File: config.mk
export PLATFORM = sky130hd
export DESIGN_NAME = mips_muldiv
export DESIGN_NICKNAME = d
export VERILOG_FILES = /design/src/rtl/mips_pkg.sv /design/src/rtl/mips_muldiv.sv
export SDC_FILE = /design/constraint.sdc
export NUM_CORES = 1
export LEC_CHECK = 0
export CAP_MARGIN = 15
export CORE_MARGIN = 10
export CORE_UTILIZATION = 49
export CTS_CLUSTER_SIZE = 25
export DETAILED_ROUTE_END_ITERATION = 8
export DONT_BUFFER_PORTS = 1
export GPL_TIMING_DRIVEN = 0
export SETUP_SLACK_MARGIN = 0.2
export SLEW_MARGIN = 20
export SYNTH_ARGS = -nofsm -noshare
export SYNTH_HDL_FRONTEND = slang
export SYNTH_SLANG_ARGS = --single-unit
File: constraint.sdc
create_clock -name clk_i -period 8.2 [get_ports clk_i]
set_input_delay 1.64 -clock clk_i [delete_from_list [all_inputs] [get_ports clk_i]]
set_output_delay 1.64 -clock clk_i [all_outputs]
set_load 0.02 [all_outputs]
File: src/rtl/mips_pkg.sv
// Shared types for the multiply/divide unit: operation codes and FSM states.
package mips_pkg;

    localparam int unsigned MD_WIDTH = 32;

    typedef enum logic [2:0] {
        MD_MULT,
        MD_MULTU,
        MD_DIV,
        MD_DIVU,
        MD_MTHI,
        MD_MTLO
    } md_op_e;

    typedef enum logic [1:0] {
        MD_IDLE,
        MD_RUN,
        MD_FIX
    } md_state_e;

    // True for operations that run the iterative datapath.
    function automatic logic md_is_iter(input md_op_e op);
        return (op == MD_MULT) || (op == MD_MULTU) || (op == MD_DIV) || (op == MD_DIVU);
    endfunction

    // True for operations that treat their operands as two's complement.
    function automatic logic md_is_signed(input md_op_e op);
        return (op == MD_MULT) || (op == MD_DIV);
    endfunction

endpackage

File: src/rtl/mips_muldiv.sv
// Iterative multiply/divide unit with architectural HI/LO registers.
// Shift-add multiply and restoring divide on magnitudes share one adder;
// signs are re-applied in the FIX state just before HI/LO are committed.
module mips_muldiv
    import mips_pkg::*;
#(
    parameter int unsigned WIDTH = MD_WIDTH
) (
    input  logic             clk_i,
    input  logic             rst_i,
    input  logic             start_i,
    input  md_op_e           op_i,
    input  logic [WIDTH-1:0] operand_a_i,
    input  logic [WIDTH-1:0] operand_b_i,
    output logic [WIDTH-1:0] hi_o,
    output logic [WIDTH-1:0] lo_o,
    output logic             busy_o,
    output logic             done_o
);

    localparam int unsigned CW = (WIDTH > 1) ? $clog2(WIDTH) : 1;
    localparam int unsigned XW = WIDTH + 1;
    localparam int unsigned SW = WIDTH + 2;
    localparam int unsigned PW = 2 * WIDTH;

    md_state_e        state_q, state_d;
    md_op_e           op_q;
    logic [CW-1:0]    count_q;
    logic [XW-1:0]    acc_q;
    logic [XW-1:0]    opb_q;
    logic [WIDTH-1:0] mq_q;
    logic             neg_a_q, neg_b_q, b_zero_q;

    logic load_c, step_c, commit_c, mthi_c, mtlo_c;

    // Operand magnitudes at capture; XW bits so that abs(-2^(WIDTH-1)) fits.
    logic             a_neg_c, b_neg_c;
    logic [XW-1:0]    a_ext_c, b_ext_c, a_mag_c, b_mag_c;

    always_comb begin
        a_neg_c = md_is_signed(op_i) & operand_a_i[WIDTH-1];
        b_neg_c = md_is_signed(op_i) & operand_b_i[WIDTH-1];
        a_ext_c = {a_neg_c, operand_a_i};
        b_ext_c = {b_neg_c, operand_b_i};
        a_mag_c = a_neg_c ? (~a_ext_c + XW'(1)) : a_ext_c;
        b_mag_c = b_neg_c ? (~b_ext_c + XW'(1)) : b_ext_c;
    end

    // Shared adder: multiplicand add for MUL, trial subtract of the divisor for DIV.
    logic             is_mul_c;
    logic [XW-1:0]    shifted_c, add_a_c, add_b_c, mul_sel_c, div_rem_c;
    logic [SW-1:0]    sum_c;
    logic             div_ok_c;

    always_comb begin
        is_mul_c  = (op_q == MD_MULT) || (op_q == MD_MULTU);
        shifted_c = {acc_q[WIDTH-1:0], mq_q[WIDTH-1]};
        add_a_c   = is_mul_c ? acc_q : shifted_c;
        add_b_c   = is_mul_c ? opb_q : ~opb_q;
        sum_c     = {1'b0, add_a_c} + {1'b0, add_b_c} + SW'(!is_mul_c);
        mul_sel_c = mq_q[0] ? sum_c[XW-1:0] : acc_q;
        div_ok_c  = sum_c[XW];
        div_rem_c = div_ok_c ? sum_c[XW-1:0] : shifted_c;
    end

    // Sign correction and divide-by-zero override applied at commit.
    logic [PW-1:0]    product_c, prod_fix_c;
    logic [WIDTH-1:0] quot_c, rem_c, quot_fix_c, rem_fix_c, hi_res_c, lo_res_c;

    always_comb begin
        product_c  = {acc_q[WIDTH-1:0], mq_q};
        prod_fix_c = (neg_a_q ^ neg_b_q) ? (~product_c + PW'(1)) : product_c;
        quot_c     = mq_q;
        rem_c      = acc_q[WIDTH-1:0];
        quot_fix_c = (neg_a_q ^ neg_b_q) ? (~quot_c + WIDTH'(1)) : quot_c;
        rem_fix_c  = neg_a_q ? (~rem_c + WIDTH'(1)) : rem_c;
        if (is_mul_c) begin
            hi_res_c = prod_fix_c[PW-1:WIDTH];
            lo_res_c = prod_fix_c[WIDTH-1:0];
        end else if (b_zero_q) begin
            // Trial subtracts of zero always succeed, leaving |a| in the remainder.
            hi_res_c = rem_fix_c;
            lo_res_c = '1;
        end else begin
            hi_res_c = rem_fix_c;
            lo_res_c = quot_fix_c;
        end
    end

    // FSM state register.
    always_ff @(posedge clk_i or posedge rst_i) begin
        if (rst_i) state_q <= MD_IDLE;
        else       state_q <= state_d;
    end

    // FSM next state and datapath strobes.
    always_comb begin
        state_d  = state_q;
        load_c   = 1'b0;
        step_c   = 1'b0;
        commit_c = 1'b0;
        mthi_c   = 1'b0;
        mtlo_c   = 1'b0;
        case (state_q)
            MD_IDLE: begin
                if (start_i) begin
                    if (md_is_iter(op_i)) begin
                        load_c  = 1'b1;
                        state_d = MD_RUN;
                    end else if (op_i == MD_MTHI) begin
                        mthi_c = 1'b1;
                    end else if (op_i == MD_MTLO) begin
                        mtlo_c = 1'b1;
                    end
                end
            end
            MD_RUN: begin
                step_c = 1'b1;
                if (count_q == CW'(WIDTH - 1)) state_d = MD_FIX;
            end
            MD_FIX: begin
                commit_c = 1'b1;
                state_d  = MD_IDLE;
            end
            default: state_d = MD_IDLE;
        endcase
    end

    // Operand capture and one iteration per RUN cycle.
    always_ff @(posedge clk_i or posedge rst_i) begin
        if (rst_i) begin
            op_q     <= MD_MULT;
            count_q  <= '0;
            acc_q    <= '0;
            opb_q    <= '0;
            mq_q     <= '0;
            neg_a_q  <= 1'b0;
            neg_b_q  <= 1'b0;
            b_zero_q <= 1'b0;
        end else if (load_c) begin
            op_q     <= op_i;
            count_q  <= '0;
            acc_q    <= '0;
            opb_q    <= b_mag_c;
            mq_q     <= a_mag_c[WIDTH-1:0];
            neg_a_q  <= a_neg_c;
            neg_b_q  <= b_neg_c;
            b_zero_q <= (operand_b_i == '0);
        end else if (step_c) begin
            count_q <= count_q + CW'(1);
            if (is_mul_c) begin
                acc_q <= {1'b0, mul_sel_c[XW-1:1]};
                mq_q  <= {mul_sel_c[0], mq_q[WIDTH-1:1]};
            end else begin
                acc_q <= div_rem_c;
                mq_q  <= {mq_q[WIDTH-2:0], div_ok_c};
            end
        end
    end

    // Architectural HI/LO: moves from IDLE, results at commit.
    always_ff @(posedge clk_i or posedge rst_i) begin
        if (rst_i) begin
            hi_o <= '0;
            lo_o <= '0;
        end else if (commit_c) begin
            hi_o <= hi_res_c;
            lo_o <= lo_res_c;
        end else begin
            if (mthi_c) hi_o <= operand_a_i;
            if (mtlo_c) lo_o <= operand_a_i;
        end
    end

    // Registered status flags.
    always_ff @(posedge clk_i or posedge rst_i) begin
        if (rst_i) begin
            busy_o <= 1'b0;
            done_o <= 1'b0;
        end else begin
            busy_o <= (state_d != MD_IDLE);
            done_o <= commit_c;
        end
    end

endmodule
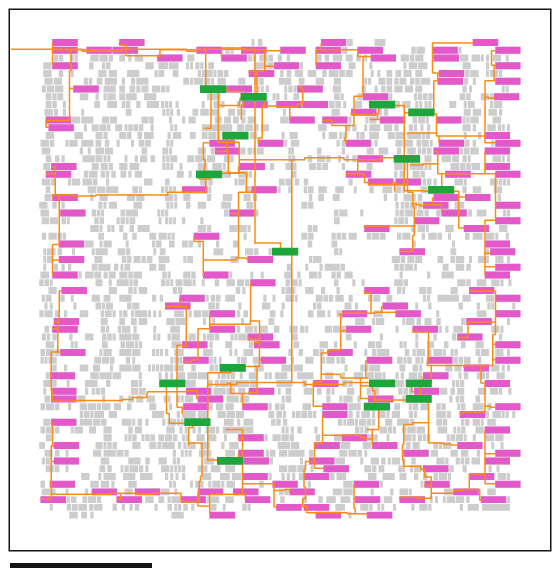
Figure 1: clock wires, drivers and flops.
Bar = 50 um.
Key: magenta = flip-flops [count 176]; orange = clock wires [length 2,630 um]; green = clock-net drivers [count 17]
There are 18 routed clock nets.
Late-Pin Clk Latency: 460 ps
Clock Skews: 12.4 ps

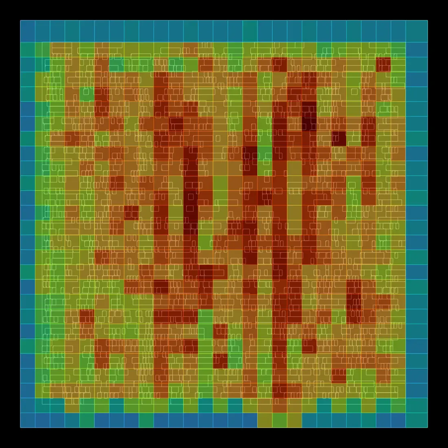
Figure 2: routing congestion map.
met1 Track Usage GR: 34.4%
gr usage total: 28.9%

==> results.sh <==
# source this file to load flow results
export IMPL_status="finished clean"
export IMPL_fp_row_count=62
export IMPL_root_buffer="clkbuf_16"
export IMPL_area_growth_pct=7.91
export IMPL_top_area_cell="dfrtp_1"
export IMPL_cp_slowest_stage_delay_ps=770
export IMPL_synth_top_cell_area_share_pct=31.2
export IMPL_avgSynthCellArea_sq_um=7.91
export IMPL_finalHoldViolations=0
export IMPL_syn_inst=1781
export IMPL_coreArea_sq_um=28500
export IMPL_flop_cell="dfrtp_1"
export IMPL_crit_type="register to register"
export IMPL_log_warning_count=26
export IMPL_most_common_layout_cells="nand2_1, dfrtp_1, o21ai_0"
export IMPL_fp_utilization_pct=49.4
export IMPL_htreeDepth=4
export IMPL_grt_pass1_vias=13400
export IMPL_drcViolationCount=0
export IMPL_rr_startpoint="op_q[1]"
export IMPL_min_period_ps=6290
export IMPL_drive_gt1_share_pct=4.02
export IMPL_hold_depth=2
export IMPL_setup_ws_ps=1910
export IMPL_slew_limit_headroom_pct=25.1
export IMPL_finalMaxSlewViolations=0
export IMPL_grt_start_max_net_pins=99
export IMPL_clkTransAtPathRegs_ps=70
export IMPL_antennaDiodeCount=0
export IMPL_cp_required_ps=8560
export IMPL_die_w_um=190
export IMPL_cts_resized=0
export IMPL_rsz0062_at_grt="false"
export IMPL_tightest_slew_ps=1120
export IMPL_cp_end_kind="register"
export IMPL_reg2reg_depth=17
export IMPL_cts_hold_buffers=0
export IMPL_worstPathMaxFanout=10
export IMPL_top_cells_by_area="dfrtp_1, nand2_1, xnor2_1, o21ai_0, mux2i_1"
export IMPL_cts_tree="built"
export IMPL_yosysWarnings=0
export IMPL_io_pins=136
export IMPL_ys_area_sq_um=14100
export IMPL_max_cap_viol_count=0
export IMPL_die_area_sq_um=35900
export IMPL_overflow=0
export IMPL_async_flop_share_pct=100
export IMPL_synth_seq_cells=176
export IMPL_setup_viol=0
export IMPL_hp_class="register to register"
export IMPL_fp_nets=1890
export IMPL_synth_cell_types=77
export IMPL_wl_per_cell_um=24.0
export IMPL_gp_routability_congestion=0.967
-- worst max-delay path: cells and delay by family (launching register included) --
family	cells	cell delay, ps
XOR/XNOR	1	170
adder cells (fa/ha/maj)	1	310
buffers and inverters	6	3090
flip-flops	1	470
AND-OR/OR-AND	3	630
AND/OR/NAND/NOR	6	1540
-- stage by stage --
step	instance area [sq um]	TNS (ps)	util [%]	cells
after detailed placement	14600	0	51.2	2166
after global routing	15200	0	53.3	2198
after global placement	14600	-80690	51.1	2165
after CTS	15200	0	53.3	2198
final	15200	0	53.3	2198
after floorplan	14100	0	-	1781
-- metal layers --
layer / global-route usage [%] / routed length (um) / vias up
li1: - / - / 6430
met1: 34.4 / 21000 / 6514
met2: 49.4 / 25600 / 533
met3: 5.88 / 3890 / 94
met4: 12.9 / 2130 / 0
met5: 0 / 0 / -
-- state kept, by name (all words and copies together), names as in the netlist, 2 cells and up --
name and flops:
state_q 2, count_q 5, acc_q 33, lo_o 32, op_q 2, hi_o 32, opb_q 33, mq_q 32
-- layout make-up --
class | count | area, sq um
well taps | 384 | 480
plain buffers | 145 | 576
repair buffers | 1 | 27.5
flip-flops and latches | 176 | 4400
multi-input cells | 1435 | 9020
clock buffers | 20 | 467
fillers | 2862 | 13300
inverters | 25 | 101
clock inverters | 12 | 133
-- final timing paths --
kind                       slack [ps]        end
max in group asynchronous        6230  acc_q[25]
min in group asynchronous        1070    lo_o[4]
setup / recovery                 1910    mq_q[0]
setup reg to reg                 1910    mq_q[0]
hold reg to reg                   500  opb_q[10]
hold / removal                    500  opb_q[10]
-- logic make-up (layout without fill, tap and decap cells) --
group / Yosys count / in the layout / synth area share (%)
flip-flops: 176 / 176 / 31.2
AND/OR/NAND/NOR: 658 / 658 / 21.8
multiplexers: 70 / 70 / 5.02
AND-OR/OR-AND: 491 / 491 / 22.7
adder cells (fa/ha/maj): 39 / 39 / 3.52
buffers and inverters: 170 / 203 / 4.75
XOR/XNOR: 177 / 177 / 11.0
-- synthesized netlist by cell type (13+ instances only) --
cell      number
ha_1          38
xor2_1        69
a21o_1        14
a31oi_1       14
a211oi_1      24
xnor2_1      108
o221ai_1      17
nand2b_1      19
nor2b_1       19
o31ai_1       25
or3_1         21
nor4_1        16
inv_1         24
nand2_1      355
buf_1         15
o21ai_0      150
dfrtp_1      176
clkbuf_1     116
o211ai_1      35
a32oi_1       32
nand3_1       52
nor3_1        27
nor2_1        73
and2_1        13
a21oi_1      100
mux2i_1       65
